===== config.mk =====
export PLATFORM = sky130hd
export DESIGN_NAME = ups_drp_resp
export DESIGN_NICKNAME = d
export VERILOG_FILES = /design/src/rtl/ups_drp_resp.sv
export SDC_FILE = /design/constraint.sdc
export NUM_CORES = 1
export LEC_CHECK = 0
export CORE_ASPECT_RATIO = 0.6
export CORE_UTILIZATION = 50
export CTS_CLUSTER_DIAMETER = 40
export CTS_CLUSTER_SIZE = 10
export DETAILED_ROUTE_END_ITERATION = 8
export PLACE_DENSITY = 0.66
export SETUP_SLACK_MARGIN = 0.4
export SYNTH_ARGS = -nofsm -noshare
export SYNTH_HDL_FRONTEND = slang
export SYNTH_SLANG_ARGS = --single-unit

===== constraint.sdc =====
create_clock -name clk -period 45.2 [get_ports clk]
set_clock_uncertainty 0.05 [all_clocks]
set_input_delay 6.78 -clock clk [delete_from_list [all_inputs] [get_ports clk]]
set_output_delay 6.78 -clock clk [all_outputs]
set_load 0.1 [all_outputs]

===== src/rtl/ups_drp_resp.sv =====
// DRP responder standing in for the XADC: external ADC samples land in a
// per-channel register bank and are served to a DRP initiator with fixed latency.
module ups_drp_resp #(
    parameter int NUM_CH = 32,
    parameter int RD_LAT = 2
) (
    input  logic        clk,
    input  logic        rst,
    input  logic [11:0] s_data,
    input  logic [4:0]  s_ch,
    input  logic        s_valid,
    output logic        s_ready,
    output logic        busy,
    output logic        eoc,
    output logic [4:0]  channel_out,
    input  logic        den,
    input  logic [6:0]  daddr,
    input  logic        dwe,
    input  logic [15:0] di,
    output logic [15:0] do_out,
    output logic        drdy,
    output logic        drp_err
);

    typedef enum logic [1:0] {
        ST_IDLE,
        ST_WRITE,
        ST_EOC
    } cap_state_t;

    localparam logic [2:0] LAT_M1 = 3'(RD_LAT - 1);

    cap_state_t  state_q;
    logic [11:0] cap_data_q;
    logic [4:0]  cap_ch_q;
    logic        s_ready_q;
    logic        busy_q;
    logic        eoc_q;
    logic [4:0]  chan_q;

    logic        pend_q;
    logic [2:0]  cnt_q;
    logic        rd_q;
    logic [15:0] snap_q;
    logic [15:0] do_q;
    logic        drdy_q;
    logic        err_q;

    logic [15:0] regs_q [NUM_CH];

    logic              drp_accept;
    logic [NUM_CH-1:0] cap_we_d;
    logic [NUM_CH-1:0] drp_we_d;
    logic [15:0]       rd_val_d;
    logic [15:0]       cap_word_d;

    assign drp_accept = den && !pend_q;
    assign cap_word_d = {cap_data_q, 4'b0000};

    // Capture FSM; outputs are registered so they reflect the state being entered.
    always_ff @(posedge clk or posedge rst) begin
        if (rst) begin
            state_q    <= ST_IDLE;
            cap_data_q <= '0;
            cap_ch_q   <= '0;
            s_ready_q  <= 1'b0;
            busy_q     <= 1'b0;
            eoc_q      <= 1'b0;
            chan_q     <= '0;
        end else begin
            case (state_q)
                ST_IDLE: begin
                    if (s_valid && s_ready_q) begin
                        cap_data_q <= s_data;
                        cap_ch_q   <= s_ch;
                        state_q    <= ST_WRITE;
                        s_ready_q  <= 1'b0;
                        busy_q     <= 1'b1;
                    end else begin
                        s_ready_q  <= 1'b1;
                    end
                end
                ST_WRITE: begin
                    state_q <= ST_EOC;
                    busy_q  <= 1'b0;
                    eoc_q   <= 1'b1;
                    chan_q  <= cap_ch_q;
                end
                ST_EOC: begin
                    state_q   <= ST_IDLE;
                    eoc_q     <= 1'b0;
                    s_ready_q <= 1'b1;
                end
                default: begin
                    state_q   <= ST_IDLE;
                    s_ready_q <= 1'b0;
                    busy_q    <= 1'b0;
                    eoc_q     <= 1'b0;
                end
            endcase
        end
    end

    // NOTE: every output of this block gets a default first so no latch is inferred.
    always_comb begin
        cap_we_d = '0;
        drp_we_d = '0;
        rd_val_d = '0;
        for (int i = 0; i < NUM_CH; i++) begin
            cap_we_d[i] = (state_q == ST_WRITE) && (cap_ch_q == 5'(i));
            drp_we_d[i] = drp_accept && dwe && (daddr == 7'(i));
            if (daddr == 7'(i)) begin
                rd_val_d = regs_q[i];
            end
        end
    end

    // NOTE: the bank must read back zero after reset, so it is reset explicitly
    // and cannot map onto a RAM macro.
    // A DRP write overrides a same-cycle capture write to the same channel.
    always_ff @(posedge clk or posedge rst) begin
        if (rst) begin
            for (int i = 0; i < NUM_CH; i++) begin
                regs_q[i] <= '0;
            end
        end else begin
            for (int i = 0; i < NUM_CH; i++) begin
                if (drp_we_d[i]) begin
                    regs_q[i] <= di;
                end else if (cap_we_d[i]) begin
                    regs_q[i] <= cap_word_d;
                end
            end
        end
    end

    // DRP engine: read data is snapshotted at acceptance and released with drdy.
    always_ff @(posedge clk or posedge rst) begin
        if (rst) begin
            pend_q <= 1'b0;
            cnt_q  <= '0;
            rd_q   <= 1'b0;
            snap_q <= '0;
            do_q   <= '0;
            drdy_q <= 1'b0;
            err_q  <= 1'b0;
        end else begin
            drdy_q <= 1'b0;
            if (den && pend_q) begin
                err_q <= 1'b1;
            end
            if (drp_accept) begin
                if (RD_LAT == 1) begin
                    drdy_q <= 1'b1;
                    if (!dwe) begin
                        do_q <= rd_val_d;
                    end
                end else begin
                    pend_q <= 1'b1;
                    cnt_q  <= LAT_M1;
                    rd_q   <= !dwe;
                    snap_q <= rd_val_d;
                end
            end else if (pend_q) begin
                if (cnt_q == 3'd1) begin
                    pend_q <= 1'b0;
                    drdy_q <= 1'b1;
                    if (rd_q) begin
                        do_q <= snap_q;
                    end
                end else begin
                    cnt_q <= cnt_q - 3'd1;
                end
            end
        end
    end

    assign s_ready     = s_ready_q;
    assign busy        = busy_q;
    assign eoc         = eoc_q;
    assign channel_out = chan_q;
    assign do_out      = do_q;
    assign drdy        = drdy_q;
    assign drp_err     = err_q;

endmodule


==> run_results.csv <==
group,metric,value,unit
status,outcome,"finished, violations left",
place,placed_area,0.03138,mm2
clock_network,cts_tree,"yes",
clock_network,cts_setup_buffers,0,
routing,drt-initial-drc-count,4138,
power_and_ir_drop,power_density,56.34,mW/mm2
setup_path,worstSetupStartpointType,"input pin",
power_and_ir_drop,peakVddDrop,0.07760,mV
setup_path,worstSetupStartpoint,"daddr[4]",
timing,maxSlewViolCount,1,
status,violations,"capacitance limit, slew limit",
timing,fin_tns_setup,0,ns
synth,syn_nets,3075,
power_and_ir_drop,power,1886,uW
setup_path,rr_worst_depth,7,
timing,fin_hold_ws,0.3991,ns
timing,rsz0062_at_grt,"false",
synth,numSynthFlops,578,
routing,wl_met1,48.08,mm
clock_network,cts_max_level,3,
synth,synthesis.area,0.03048,mm2
global_route,grt_util_met2,47.07,%
flow_run,max-cap-violations,1,
final_layout,final-nonclk-buf-share,3.909,%
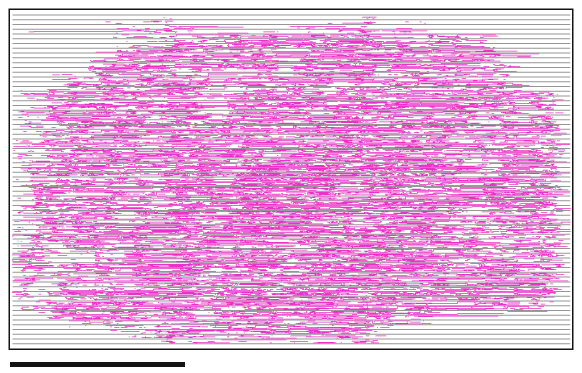
Figure 1: met1 routing.
Scale bar: 100 um. Supply wires on this layer in gray.
- nets with wire on the layer: 2793
- longest straight run: 75.9 um
- share of all routed wire: 43%

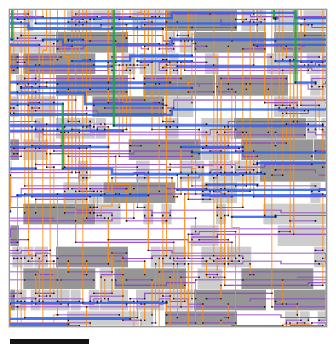
Figure 2: a small window of the routed layout.
Scale bar: 10 um. Region (221, 28) to (261, 68) um. Cells in gray, sequential cells in the stronger gray; small squares are vias.
- green: M4
- blue: M3
- purple: M1
- orange: M2
- sequential cells in the window: 22
- netlist names of flops here include: regs_q (22)
- most frequent: dfrtp_1 (22), nand2_1 (15), o21ai_0 (13)
- cells with their middle in the window: 98

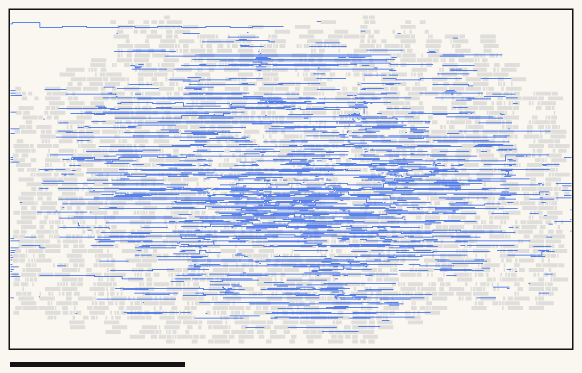
Figure 3: M3 wires.
Scale bar: 100 um.
- share of all routed wire: 15%
- longest straight run: 172 um
- main direction: horizontal
- wire length on this layer: 17300 um
- nets with wire on the layer: 504

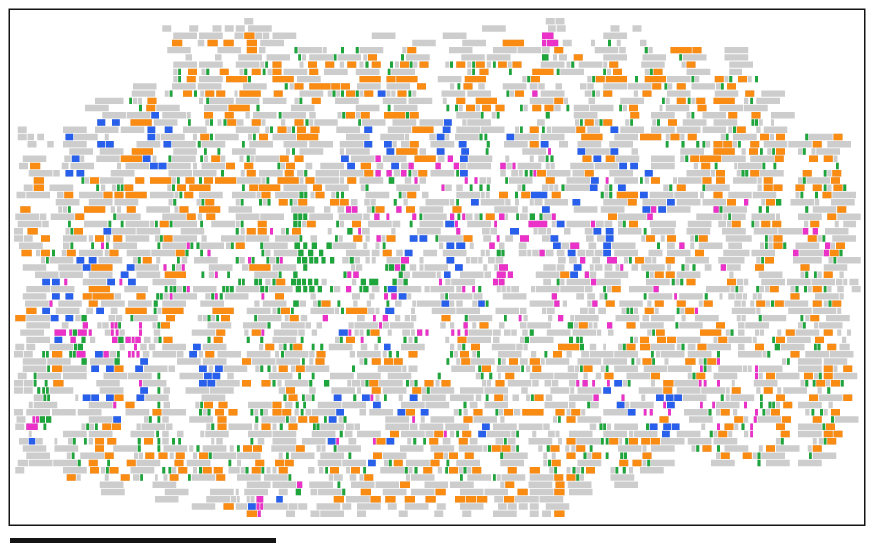
Figure 4: gate families picked out.
Scale bar: 100 um.
- magenta: nor cells (cells 174; most used nor2_1)
- blue: non-inverting ao/oa cells (cells 144; most used a22o_1)
- orange: mux cells (cells 530; most used mux2i_1; where all over the die)
- green: nand cells (cells 574; most used nand2_1; where all over the die)
most numerous logic cell after layout: dfrtp_1
Layout Cells excl Fill: 3772
Comb/total area: 43.46%

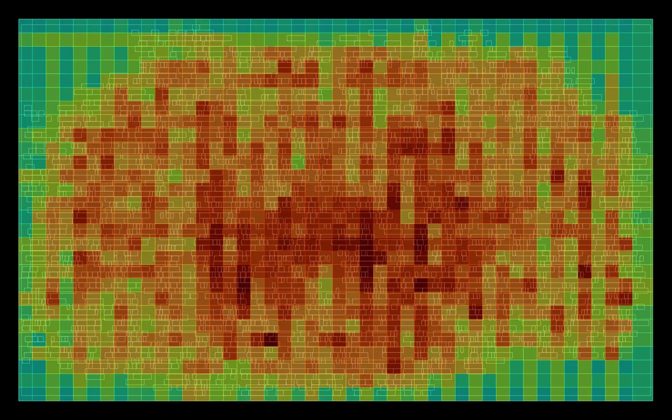
Figure 5: routing congestion map.
met1 Use GR: 54.65%
Total GRT Usage: 36.57%
GR Util met3: 15.25%

Power is estimated from default activity; no workload was simulated.
